==> config.mk <==
export PLATFORM = sky130hd
export DESIGN_NAME = e1ofn_rtl_bridge_flat
export DESIGN_NICKNAME = d
export VERILOG_FILES = /design/src/rtl/e1ofn_pkg.sv /design/src/rtl/e1ofn_rtl_bridge_if.sv /design/src/rtl/sync2.sv /design/src/rtl/e1ofn_rtl_bridge.sv /design/src/flat_wrapper.sv
export SDC_FILE = /design/constraint.sdc
export NUM_CORES = 1
export LEC_CHECK = 0
export CAP_MARGIN = 10
export CELL_PAD_IN_SITES_DETAIL_PLACEMENT = 1
export CELL_PAD_IN_SITES_GLOBAL_PLACEMENT = 1
export CORE_ASPECT_RATIO = 1.25
export CORE_MARGIN = 5
export CORE_UTILIZATION = 38
export DETAILED_ROUTE_END_ITERATION = 6
export PLACE_DENSITY_LB_ADDON = 0.1
export SLEW_MARGIN = 30
export SYNTH_ARGS = -nofsm -noshare
export SYNTH_HDL_FRONTEND = slang
export SYNTH_SLANG_ARGS = --single-unit
==> constraint.sdc <==
create_clock -name CLK -period 2.2 [get_ports CLK]
set_clock_uncertainty 0.05 [all_clocks]
set_input_delay 0.44 -clock CLK [delete_from_list [all_inputs] [get_ports CLK]]
set_output_delay 0.44 -clock CLK [all_outputs]
set_load 0.02 [all_outputs]
==> src/rtl/e1ofn_pkg.sv <==
// -----------------------------------------------------------------------------
// e1ofn_pkg
// Shared types and helpers for the e1ofN <-> valid/ready bridge.
//   bits_per_digit : encoded bits needed for one N-rail digit ($clog2(N))
//   rcv_state_t    : receive-half handshake states
//   snd_state_t    : send-half handshake states
//   onehot_valid   : exactly one rail of a digit is high
//   onehot_decode  : index of the high rail of a valid digit
//   onehot_encode  : value -> one-hot rails, saturating to the top rail
// Digit helpers work on a MAX_N-wide rail vector; callers zero-extend their
// N-rail digit into it and truncate results back to N rails.
// -----------------------------------------------------------------------------
package e1ofn_pkg;

    localparam int MAX_N = 16;

    typedef enum logic {
        R_WAIT = 1'b0,
        R_ACK  = 1'b1
    } rcv_state_t;

    typedef enum logic [1:0] {
        S_IDLE    = 2'd0,
        S_DATA    = 2'd1,
        S_NEUTRAL = 2'd2
    } snd_state_t;

    function automatic int bits_per_digit(input int n);
        return $clog2(n);
    endfunction

    // Two or more high rails is an illegal code and never counts as valid.
    function automatic logic onehot_valid(input logic [MAX_N-1:0] rails);
        int cnt;
        cnt = 32'sd0;
        for (int j = 0; j < MAX_N; j++) begin
            if (rails[j]) begin
                cnt = cnt + 32'sd1;
            end else begin
                cnt = cnt;
            end
        end
        return (cnt == 32'sd1);
    endfunction

    function automatic int onehot_decode(input logic [MAX_N-1:0] rails);
        int idx;
        idx = 32'sd0;
        for (int j = 0; j < MAX_N; j++) begin
            if (rails[j]) begin
                idx = j;
            end else begin
                idx = idx;
            end
        end
        return idx;
    endfunction

    // Values that do not fit the digit's rail count land on rail n-1.
    function automatic logic [MAX_N-1:0] onehot_encode(input int value, input int n);
        logic [MAX_N-1:0] rails;
        int               sel;
        sel   = (value >= n) ? (n - 32'sd1) : value;
        rails = '0;
        for (int j = 0; j < MAX_N; j++) begin
            rails[j] = (j == sel);
        end
        return rails;
    endfunction

endpackage

==> src/rtl/e1ofn_rtl_bridge_if.sv <==
// -----------------------------------------------------------------------------
// e1ofn_rtl_bridge_if
// Bundles the asynchronous e1ofN rails and the synchronous valid/ready ports
// of one bridge.
//   in_d/in_e                   : e1ofN receive channel (rails in, enable out)
//   rcv_data/rcv_valid/rcv_ready: decoded tokens towards the RTL body
//   snd_data/snd_valid/snd_ready: tokens from the RTL body
//   out_d/out_e                 : e1ofN send channel (rails out, enable in)
// Modport slave is the bridge's view, master is the surrounding wrapper's.
// -----------------------------------------------------------------------------
interface e1ofn_rtl_bridge_if
    import e1ofn_pkg::*;
#(
    parameter int M = 9,
    parameter int N = 2
);
    localparam int LB = bits_per_digit(N);
    localparam int W  = M * LB;

    logic [M*N-1:0] in_d;
    logic           in_e;
    logic [W-1:0]   rcv_data;
    logic           rcv_valid;
    logic           rcv_ready;
    logic [W-1:0]   snd_data;
    logic           snd_valid;
    logic           snd_ready;
    logic [M*N-1:0] out_d;
    logic           out_e;

    modport slave (
        input  in_d, rcv_ready, snd_data, snd_valid, out_e,
        output in_e, rcv_data, rcv_valid, snd_ready, out_d
    );

    modport master (
        output in_d, rcv_ready, snd_data, snd_valid, out_e,
        input  in_e, rcv_data, rcv_valid, snd_ready, out_d
    );

endinterface

==> src/rtl/sync2.sv <==
// -----------------------------------------------------------------------------
// sync2
// Two-flop synchronizer for asynchronous level inputs.
//   CLK    : destination clock
//   _RESET : async active-low reset, clears both stages
//   d      : asynchronous input bus (WIDTH bits)
//   q      : synchronized output, two CLK edges behind d
// Each bit is synchronized independently; multi-bit coherence is left to the
// caller's protocol (e1ofN rails are qualified by the completion check).
// -----------------------------------------------------------------------------
module sync2 #(
    parameter int WIDTH = 1
) (
    input  logic             CLK,
    input  logic             _RESET,
    input  logic [WIDTH-1:0] d,
    output logic [WIDTH-1:0] q
);

    logic [WIDTH-1:0] meta_r;
    logic [WIDTH-1:0] sync_r;

    // Metastability stage followed by the stable output stage.
    always_ff @(posedge CLK or negedge _RESET) begin
        if (!_RESET) begin
            meta_r <= '0;
            sync_r <= '0;
        end else begin
            meta_r <= d;
            sync_r <= meta_r;
        end
    end

    assign q = sync_r;

endmodule

==> src/rtl/e1ofn_rtl_bridge.sv <==
// -----------------------------------------------------------------------------
// e1ofn_rtl_bridge
// Clocked bridge between delay-insensitive e1ofN channels (M digits of N
// one-hot rails plus an active-high enable) and synchronous valid/ready ports.
//   CLK    : clock
//   _RESET : async active-low reset
//   bus    : e1ofn_rtl_bridge_if.slave
//            receive half: in_d -> rcv_data/rcv_valid, in_e acks upstream
//            send half   : snd_data/snd_valid -> out_d, paced by out_e
// Digit i rail j is rail bit i*N+j; digit i occupies data bits [i*LB +: LB].
// The two halves share only the clock and reset.
// -----------------------------------------------------------------------------
module e1ofn_rtl_bridge
    import e1ofn_pkg::*;
#(
    parameter int M = 9,
    parameter int N = 2
) (
    input  logic               CLK,
    input  logic               _RESET,
    e1ofn_rtl_bridge_if.slave  bus
);

    localparam int LB = bits_per_digit(N);
    localparam int W  = M * LB;

    logic [M*N-1:0] in_sync_s;
    logic           out_e_sync_s;

    sync2 #(.WIDTH(M*N)) u_sync_in_d (
        .CLK    (CLK),
        ._RESET (_RESET),
        .d      (bus.in_d),
        .q      (in_sync_s)
    );

    sync2 #(.WIDTH(1)) u_sync_out_e (
        .CLK    (CLK),
        ._RESET (_RESET),
        .d      (bus.out_e),
        .q      (out_e_sync_s)
    );

    // ------------------------------------------------------------------
    // Receive half
    // ------------------------------------------------------------------
    rcv_state_t   rcv_state_r;
    rcv_state_t   rcv_state_s;
    logic         capture_s;
    logic         all_valid_s;
    logic         all_neutral_s;
    logic [W-1:0] decoded_s;
    logic         in_e_r;
    logic         rcv_valid_r;
    logic [W-1:0] rcv_data_r;

    // Completion detection and decode of the synchronized incoming rails.
    always_comb begin
        all_valid_s   = 1'b1;
        decoded_s     = '0;
        all_neutral_s = (in_sync_s == '0);
        for (int i = 0; i < M; i++) begin
            all_valid_s = all_valid_s & onehot_valid(MAX_N'(in_sync_s[i*N +: N]));
            decoded_s[i*LB +: LB] = LB'(onehot_decode(MAX_N'(in_sync_s[i*N +: N])));
        end
    end

    // Receive FSM next state; a token is only taken while the output slot is empty.
    always_comb begin
        rcv_state_s = rcv_state_r;
        capture_s   = 1'b0;
        case (rcv_state_r)
            R_WAIT: begin
                if (all_valid_s && !rcv_valid_r) begin
                    rcv_state_s = R_ACK;
                    capture_s   = 1'b1;
                end else begin
                    rcv_state_s = R_WAIT;
                end
            end
            R_ACK: begin
                if (all_neutral_s) begin
                    rcv_state_s = R_WAIT;
                end else begin
                    rcv_state_s = R_ACK;
                end
            end
            default: begin
                rcv_state_s = R_WAIT;
            end
        endcase
    end

    // Receive state, enable and token registers.
    always_ff @(posedge CLK or negedge _RESET) begin
        if (!_RESET) begin
            rcv_state_r <= R_WAIT;
            in_e_r      <= 1'b1;
            rcv_valid_r <= 1'b0;
            rcv_data_r  <= '0;
        end else begin
            rcv_state_r <= rcv_state_s;
            in_e_r      <= (rcv_state_s == R_WAIT);
            if (capture_s) begin
                rcv_data_r  <= decoded_s;
                rcv_valid_r <= 1'b1;
            end else if (rcv_valid_r && bus.rcv_ready) begin
                rcv_valid_r <= 1'b0;
            end else begin
                rcv_valid_r <= rcv_valid_r;
            end
        end
    end

    assign bus.in_e      = in_e_r;
    assign bus.rcv_valid = rcv_valid_r;
    assign bus.rcv_data  = rcv_data_r;

    // ------------------------------------------------------------------
    // Send half
    // ------------------------------------------------------------------
    snd_state_t     snd_state_r;
    snd_state_t     snd_state_s;
    logic           accept_s;
    logic           snd_ready_s;
    logic [M*N-1:0] encoded_s;
    logic [M*N-1:0] out_d_r;

    // snd_ready is decoded from registered state and the synchronized enable
    // so it can rise two edges after reset release, without another flop.
    assign snd_ready_s = (snd_state_r == S_IDLE) && out_e_sync_s;

    // One-hot encode of the offered token, digit by digit.
    always_comb begin
        encoded_s = '0;
        for (int i = 0; i < M; i++) begin
            encoded_s[i*N +: N] = N'(onehot_encode(32'(bus.snd_data[i*LB +: LB]), N));
        end
    end

    // Send FSM next state.
    always_comb begin
        snd_state_s = snd_state_r;
        accept_s    = 1'b0;
        case (snd_state_r)
            S_IDLE: begin
                if (bus.snd_valid && snd_ready_s) begin
                    snd_state_s = S_DATA;
                    accept_s    = 1'b1;
                end else begin
                    snd_state_s = S_IDLE;
                end
            end
            S_DATA: begin
                if (!out_e_sync_s) begin
                    snd_state_s = S_NEUTRAL;
                end else begin
                    snd_state_s = S_DATA;
                end
            end
            S_NEUTRAL: begin
                if (out_e_sync_s) begin
                    snd_state_s = S_IDLE;
                end else begin
                    snd_state_s = S_NEUTRAL;
                end
            end
            default: begin
                snd_state_s = S_IDLE;
            end
        endcase
    end

    // Send state and outgoing rails; rails are only non-zero while in S_DATA.
    always_ff @(posedge CLK or negedge _RESET) begin
        if (!_RESET) begin
            snd_state_r <= S_IDLE;
            out_d_r     <= '0;
        end else begin
            snd_state_r <= snd_state_s;
            if (accept_s) begin
                out_d_r <= encoded_s;
            end else if (snd_state_s == S_DATA) begin
                out_d_r <= out_d_r;
            end else begin
                out_d_r <= '0;
            end
        end
    end

    assign bus.snd_ready = snd_ready_s;
    assign bus.out_d     = out_d_r;

endmodule

==> src/flat_wrapper.sv <==
// flat-port wrapper written by rule: the top's interface ports become plain ports
module e1ofn_rtl_bridge_flat import e1ofn_pkg::*;
#(
    parameter int M = 9,
    parameter int N = 2
)
  (CLK, _RESET, bus_in_d, bus_rcv_ready, bus_snd_data, bus_snd_valid, bus_out_e, bus_in_e, bus_rcv_data, bus_rcv_valid, bus_snd_ready, bus_out_d);
  e1ofn_rtl_bridge_if #(.M(M), .N(N)) bus_i ();
  input  logic CLK;
  input  logic _RESET;
  input wire logic [$bits(bus_i.in_d)-1:0] bus_in_d;
  input wire logic [$bits(bus_i.rcv_ready)-1:0] bus_rcv_ready;
  input wire logic [$bits(bus_i.snd_data)-1:0] bus_snd_data;
  input wire logic [$bits(bus_i.snd_valid)-1:0] bus_snd_valid;
  input wire logic [$bits(bus_i.out_e)-1:0] bus_out_e;
  output wire logic [$bits(bus_i.in_e)-1:0] bus_in_e;
  output wire logic [$bits(bus_i.rcv_data)-1:0] bus_rcv_data;
  output wire logic [$bits(bus_i.rcv_valid)-1:0] bus_rcv_valid;
  output wire logic [$bits(bus_i.snd_ready)-1:0] bus_snd_ready;
  output wire logic [$bits(bus_i.out_d)-1:0] bus_out_d;
  assign bus_i.in_d = bus_in_d;
  assign bus_i.rcv_ready = bus_rcv_ready;
  assign bus_i.snd_data = bus_snd_data;
  assign bus_i.snd_valid = bus_snd_valid;
  assign bus_i.out_e = bus_out_e;
  assign bus_in_e = bus_i.in_e;
  assign bus_rcv_data = bus_i.rcv_data;
  assign bus_rcv_valid = bus_i.rcv_valid;
  assign bus_snd_ready = bus_i.snd_ready;
  assign bus_out_d = bus_i.out_d;
  e1ofn_rtl_bridge #(.M(M), .N(N)) u_core (.CLK(CLK), ._RESET(_RESET), .bus(bus_i));
endmodule
run_1/cell_classes.png
Fill, decap, tap and diode cells in gray.
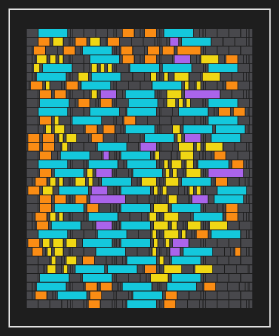
[all other logic] yellow | cells: 83
[flip-flops] cyan | cells: 70
[clock drivers and dummy loads] purple | cells: 15
[other buffers and delay cells] orange | cells: 62
Core ar.: 6126 sq um
flop share of the area: 0.5297
row cnt: 32
fin util: 0.5402
Design Area, Final: 3309 sq um

run_1/drive_strength.png
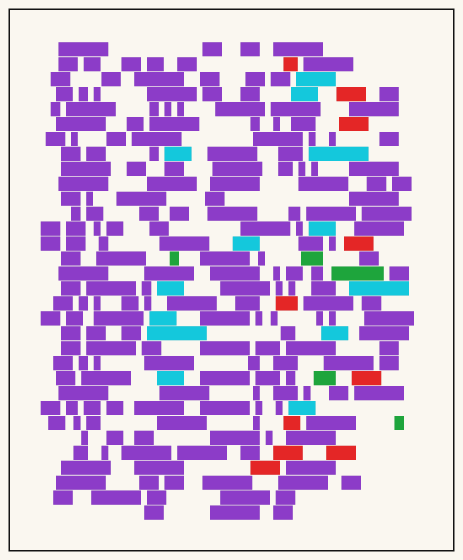
[drive 2] green | cells: 5 | most used: mux2_2
[drive 3 to 4] red | cells: 10 | most used: mux2_4
[drive 6 and up] cyan | cells: 13 | most used: clkbuf_8
[drive 1 or less] purple | cells: 202 | most used: dfrtp_1
synthesis-to-finish area growth: 39.73%
Signal buffers: 62
fin worst setup slack: 0.2779 ns

run_1/final_placement.png
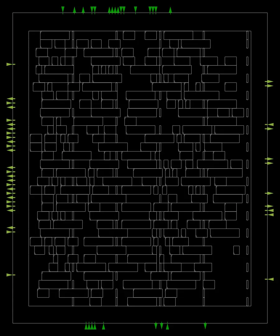
tap cells: 85
Non-Filler Instances: 315
Fillers: 626
Flops: 70

==> results_slide.txt, run 1 <==
Key Metrics from the Run

Setup path
  • Crit start category: flop
  • CP Class: flop to output pin
  • Worst path arrival time: 1.43 ns
  • Cell Chain, Critical Path: clkdlybuf4s50_1
  • Crit path capture: bus_in_e
  • Reg-to-reg startpoint: u_core.u_sync_in_d.q[17]
  • Worst Reg-to-Reg Cells: 5
  • Flop2flop setup slack: 0.43 ns
  • CP max-delay cell: clkdlybuf4s50_1
  • Crit. Startpoint: u_core.bus.in_e

Place
  • Post-DP HPWL: 3.503 mm
  • Area of placed instances: 3075 sq um
  • Routability congestion estimate: 0.6899
  • I/O Buffers: 61

Final timing
  • Slew @ Worst Pin: 0.6284 ns
  • Slew margin rel.: 0.5811
  • Minimum clock period: 1.922 ns
  • Setup TNS: 0 ns
  • Final setup vio count: 0
  • RSZ-0062 raised after global routing: no

Pwr
  • Pint: 2.273 mW
  • Leakage: 1.564 nW
  • Logic pwr share: 0.104
  • Flop+latch power: 1.41 mW
  • Cell Pwr Density: 882.9 nW/um^2

CTS
  • Max clock buf depth: 2
  • CTS clk-pin slew, worst paths: 0.07 ns
  • Worst-Skew Late Latency: 0.33 ns
  • Clock buffer count from CTS: 9

Synthesis
  • Largest type area fraction: 0.7290
  • Syn_area_per_cell: 15.09 sq um
  • Unique cell types: 23
  • Compound Share, Synth: 0.05758
  • EDFF count, synth: 0
  • Yosys Instances: 157
  • Synth cell count leaders: 69 x dfrtp_1, 19 x inv_1, 12 x nand2_1

Detailed routing
  • Vias: 1,408
  • Iter 0 DRT Violations: 36

Job
  • Count of tool warnings: 26

Final layout
  • # clk buffers: 9
  • Reg area: 1753 sq um

Global route
  • GRT busiest layer: met2
  • Largest net degree at the start of global routing: 47
  • GR Util All Layers: 0.1336
  • Routing usage on met1: 0.1544

Floorplanning
  • Die Size: 7922 sq um
  • Starting density of the core: 0.3866

Status
  • Status: complete, no violations
## Run 2: what changed since run 1
--- a/config.mk
+++ b/config.mk
@@ -15,2 +15,3 @@
 export PLACE_DENSITY_LB_ADDON = 0.1
+export RECOVER_POWER = 25
 export SLEW_MARGIN = 30
--- a/constraint.sdc
+++ b/constraint.sdc
@@ -4,2 +4,2 @@
 set_output_delay 0.44 -clock CLK [all_outputs]
-set_load 0.02 [all_outputs]
+set_load 0.01 [all_outputs]
run_2/metal_stack.png
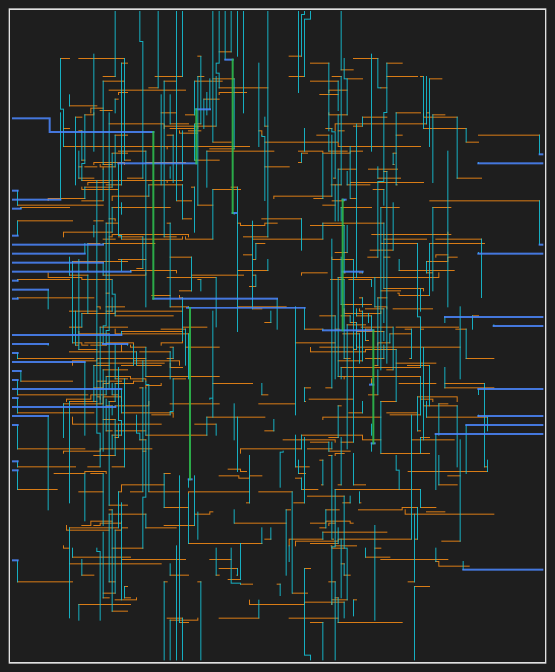
[met1] orange | wire length: 1,930 microns
[met2] cyan | wire length: 2,410 microns
[met3] blue | wire length: 338 microns
[met4] green | wire length: 119 microns
Vias: 1,459
final WL: 4.788 mm
GR Util All Layers: 0.1328

run_2/port_nets.png
Bar = 20 microns.
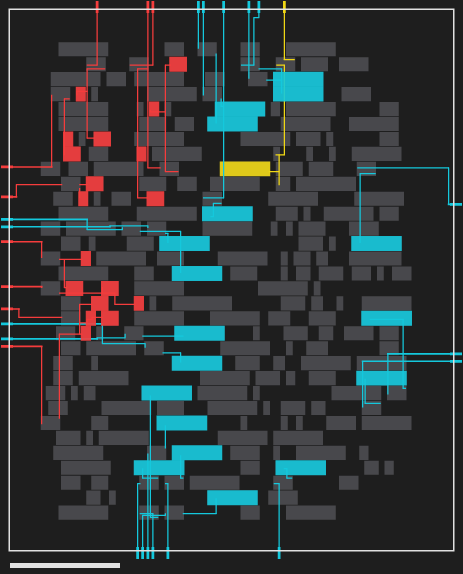
[bus_in_d] cyan | bits: 18 | direction: input | end cells: 18 | buffers: 18 | wire: 471 microns
[bus_rcv_valid] yellow | bits: 1 | direction: output | end cells: 1 | buffers: 1 | wire: 37.1 microns
[bus_snd_data] red | bits: 9 | direction: input | end cells: 18 | buffers: 9 | wire: 277 microns
I/O Buffers: 61
I/O pin total: 62

==> results_slide.txt, run 2 <==
Key Metrics from the Run

Status
  • Status: complete, no violations

Setup path
  • Worst Reg-to-Reg Cells: 5
  • Reg-to-reg startpoint: u_core.u_sync_in_d.q[3]
  • Crit path capture: bus_snd_ready
  • Crit start category: flop
  • CP Class: flop to output pin
  • Cell Chain, Critical Path: nor3b_2 > clkdlybuf4s50_1
  • Worst path arrival time: 1.57 ns

Floorplanning
  • Row cnt: 32
  • Core ar.: 6126 sq um
  • Tap cells: 85
  • Die Size: 7922 sq um
  • Starting density of the core: 0.3866

Synthesis
  • Unique cell types: 23
  • Synth cell count leaders: 69 x dfrtp_1, 19 x inv_1, 12 x nand2_1
  • Yosys Instances: 157

Final timing
  • Slew @ Worst Pin: 1.084 ns
  • Final setup vio count: 0
  • Slew margin rel.: 0.2772

CTS
  • Clock buffer count from CTS: 9
  • CTS clk-pin slew, worst paths: 0.07 ns
  • Max clock buf depth: 2

Place
  • Area of placed instances: 3083 sq um
  • Routability congestion estimate: 0.6906

Final layout
  • Design Area, Final: 3329 sq um
  • Fillers: 631
  • # clk buffers: 11
  • Flops: 70
  • Signal buffers: 63
  • Synthesis-to-finish area growth: 40.57%

Pwr
  • Leakage: 1.570 nW
  • Cell Pwr Density: 888.2 nW/um^2
  • Logic pwr share: 0.093
  • Pint: 2.342 mW

Global route
  • Largest net degree at the start of global routing: 47
  • Routing usage on met1: 0.1528

Job
  • Count of tool warnings: 26
run_2/final_placement.png
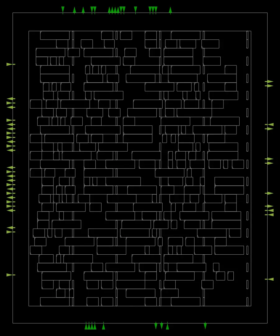
Non-Filler Instances: 317
fin util: 0.5435
flop share of the area: 0.5265

## Run 3: what changed since run 2
CELL_PAD_IN_SITES_DETAIL_PLACEMENT = default   (was 1)
CELL_PAD_IN_SITES_GLOBAL_PLACEMENT = default   (was 1)
CORE_MARGIN = 2   (was 5)
CORE_UTILIZATION = 47   (was 38)
PLACE_DENSITY = 0.78   (was default)
PLACE_DENSITY_LB_ADDON = default   (was 0.1)
run_3/final_placement.png
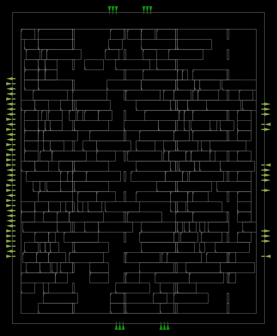
Core ar.: 4800 sq um
Fillers: 352
fin util: 0.6723
flop share of the area: 0.5432
Non-Filler Instances: 289

run_3/cell_classes.png
Fill, decap, tap and diode cells in gray.
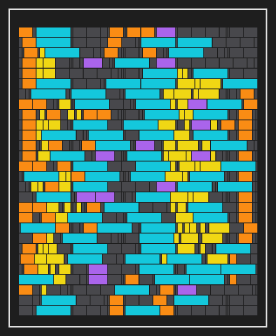
[clock drivers and dummy loads] purple | cells: 14
[all other logic] yellow | cells: 83
[flip-flops] cyan | cells: 70
[other buffers and delay cells] orange | cells: 62
row cnt: 28
Design Area, Final: 3227 sq um

==> results_slide.txt, run 3 <==
Key Metrics from the Run

Detailed routing
  • Top Layer Used: met4
  • Vias: 1,378
  • Iter 0 DRT Violations: 76
  • Final WL: 3.996 mm

Pwr
  • Logic pwr share: 0.101
  • Cell Pwr Density: 817.9 nW/um^2
  • Main power group: registers
  • Pint: 2.078 mW
  • Comb. pwr: 267 uW
  • Clock network power share: 0.365
  • Leakage: 1.544 nW
  • Flop+latch power: 1.41 mW
  • Seq pwr share: 0.534

Final timing
  • RSZ-0062 raised after global routing: no
  • Pins Over Slew Limit: 71
  • Setup TNS: 0 ns
  • Minimum clock period: 2.040 ns
  • Slew @ Worst Pin: 1.617 ns
  • Final setup vio count: 0
  • Slew margin rel.: -0.07777

Job
  • Total of max-cap violations: 1
  • Count of tool warnings: 26

Final layout
  • # clk buffers: 14
  • Logic area: 524.3 sq um
  • Dominant logic cell type in the layout: dfrtp_1
  • Signal buffers: 62
  • Flops: 70
  • Reg area: 1753 sq um
  • # nets final: 267

Synthesis
  • Unique cell types: 23
  • Compound Share, Synth: 0.05758
  • Largest type area fraction: 0.7290
  • Syn_area_per_cell: 15.09 sq um
  • Yosys top cell by area: dfrtp_1
  • Synth cell count leaders: 69 x dfrtp_1, 19 x inv_1, 12 x nand2_1
  • Asr flop ratio synth: 1.000
  • Post-Syn Area: 2369 sq um
  • Yosys Instances: 157
  • Gate Count Post-Synth: 157
  • EDFF count, synth: 0

Setup path
  • Flop2flop setup slack: 0.46 ns
  • Worst Reg-to-Reg Cells: 5
  • Crit path capture type: output pin
  • Reg-to-reg startpoint: u_core.u_sync_in_d.q[11]
  • Crit. Startpoint: u_core.snd_state_r[0]
  • CP max FO: 4
  • Critical Path Stages: 2
  • Crit path capture: bus_snd_ready
  • CP max-delay cell: clkdlybuf4s50_1
  • Worst path arrival time: 1.55 ns
  • CP Class: flop to output pin
  • Cell Chain, Critical Path: nor3b_2 > clkdlybuf4s50_1
  • Crit start category: flop

CTS
  • Worst-Skew Late Latency: 0.33 ns
  • Clock buffer count from CTS: 9
  • Max clock buf depth: 2
  • CTS clk-pin slew, worst paths: 0.07 ns
  • Hold Buf Count CTS: 0
  • Root Buffer Master: clkbuf_8

Floorplanning
  • Tap cells: 60
  • Die Size: 5627 sq um
  • Starting density of the core: 0.4935
  • I/O pin total: 62

Global route
  • Largest net degree at the start of global routing: 71
  • Grt total ovfl: 0
  • GRT busiest layer: met2
  • Routing usage on met1: 0.1942
  • GR Util All Layers: 0.1640

Place
  • I/O Buffers: 61
  • Area of placed instances: 3044 sq um
  • Post-DP HPWL: 2.697 mm
  • Routability congestion estimate: 0.7068

Status
  • Status: complete, but fails checks
  • Failing checks: max-capacitance violations, max-slew violations
run_3/drive_strength.png
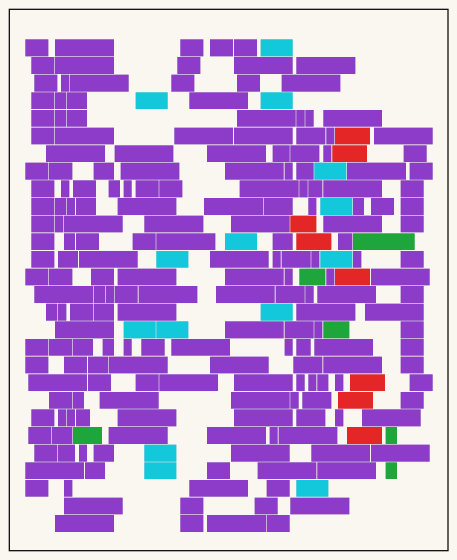
[drive 3 to 4] red | cells: 8 | most used: mux2_4
[drive 6 and up] cyan | cells: 14 | most used: clkbuf_8
[drive 2] green | cells: 6 | most used: mux2_2
[drive 1 or less] purple | cells: 201 | most used: dfrtp_1
synthesis-to-finish area growth: 36.24%
fin worst setup slack: 0.1601 ns

Power and IR drop assume default switching activity.
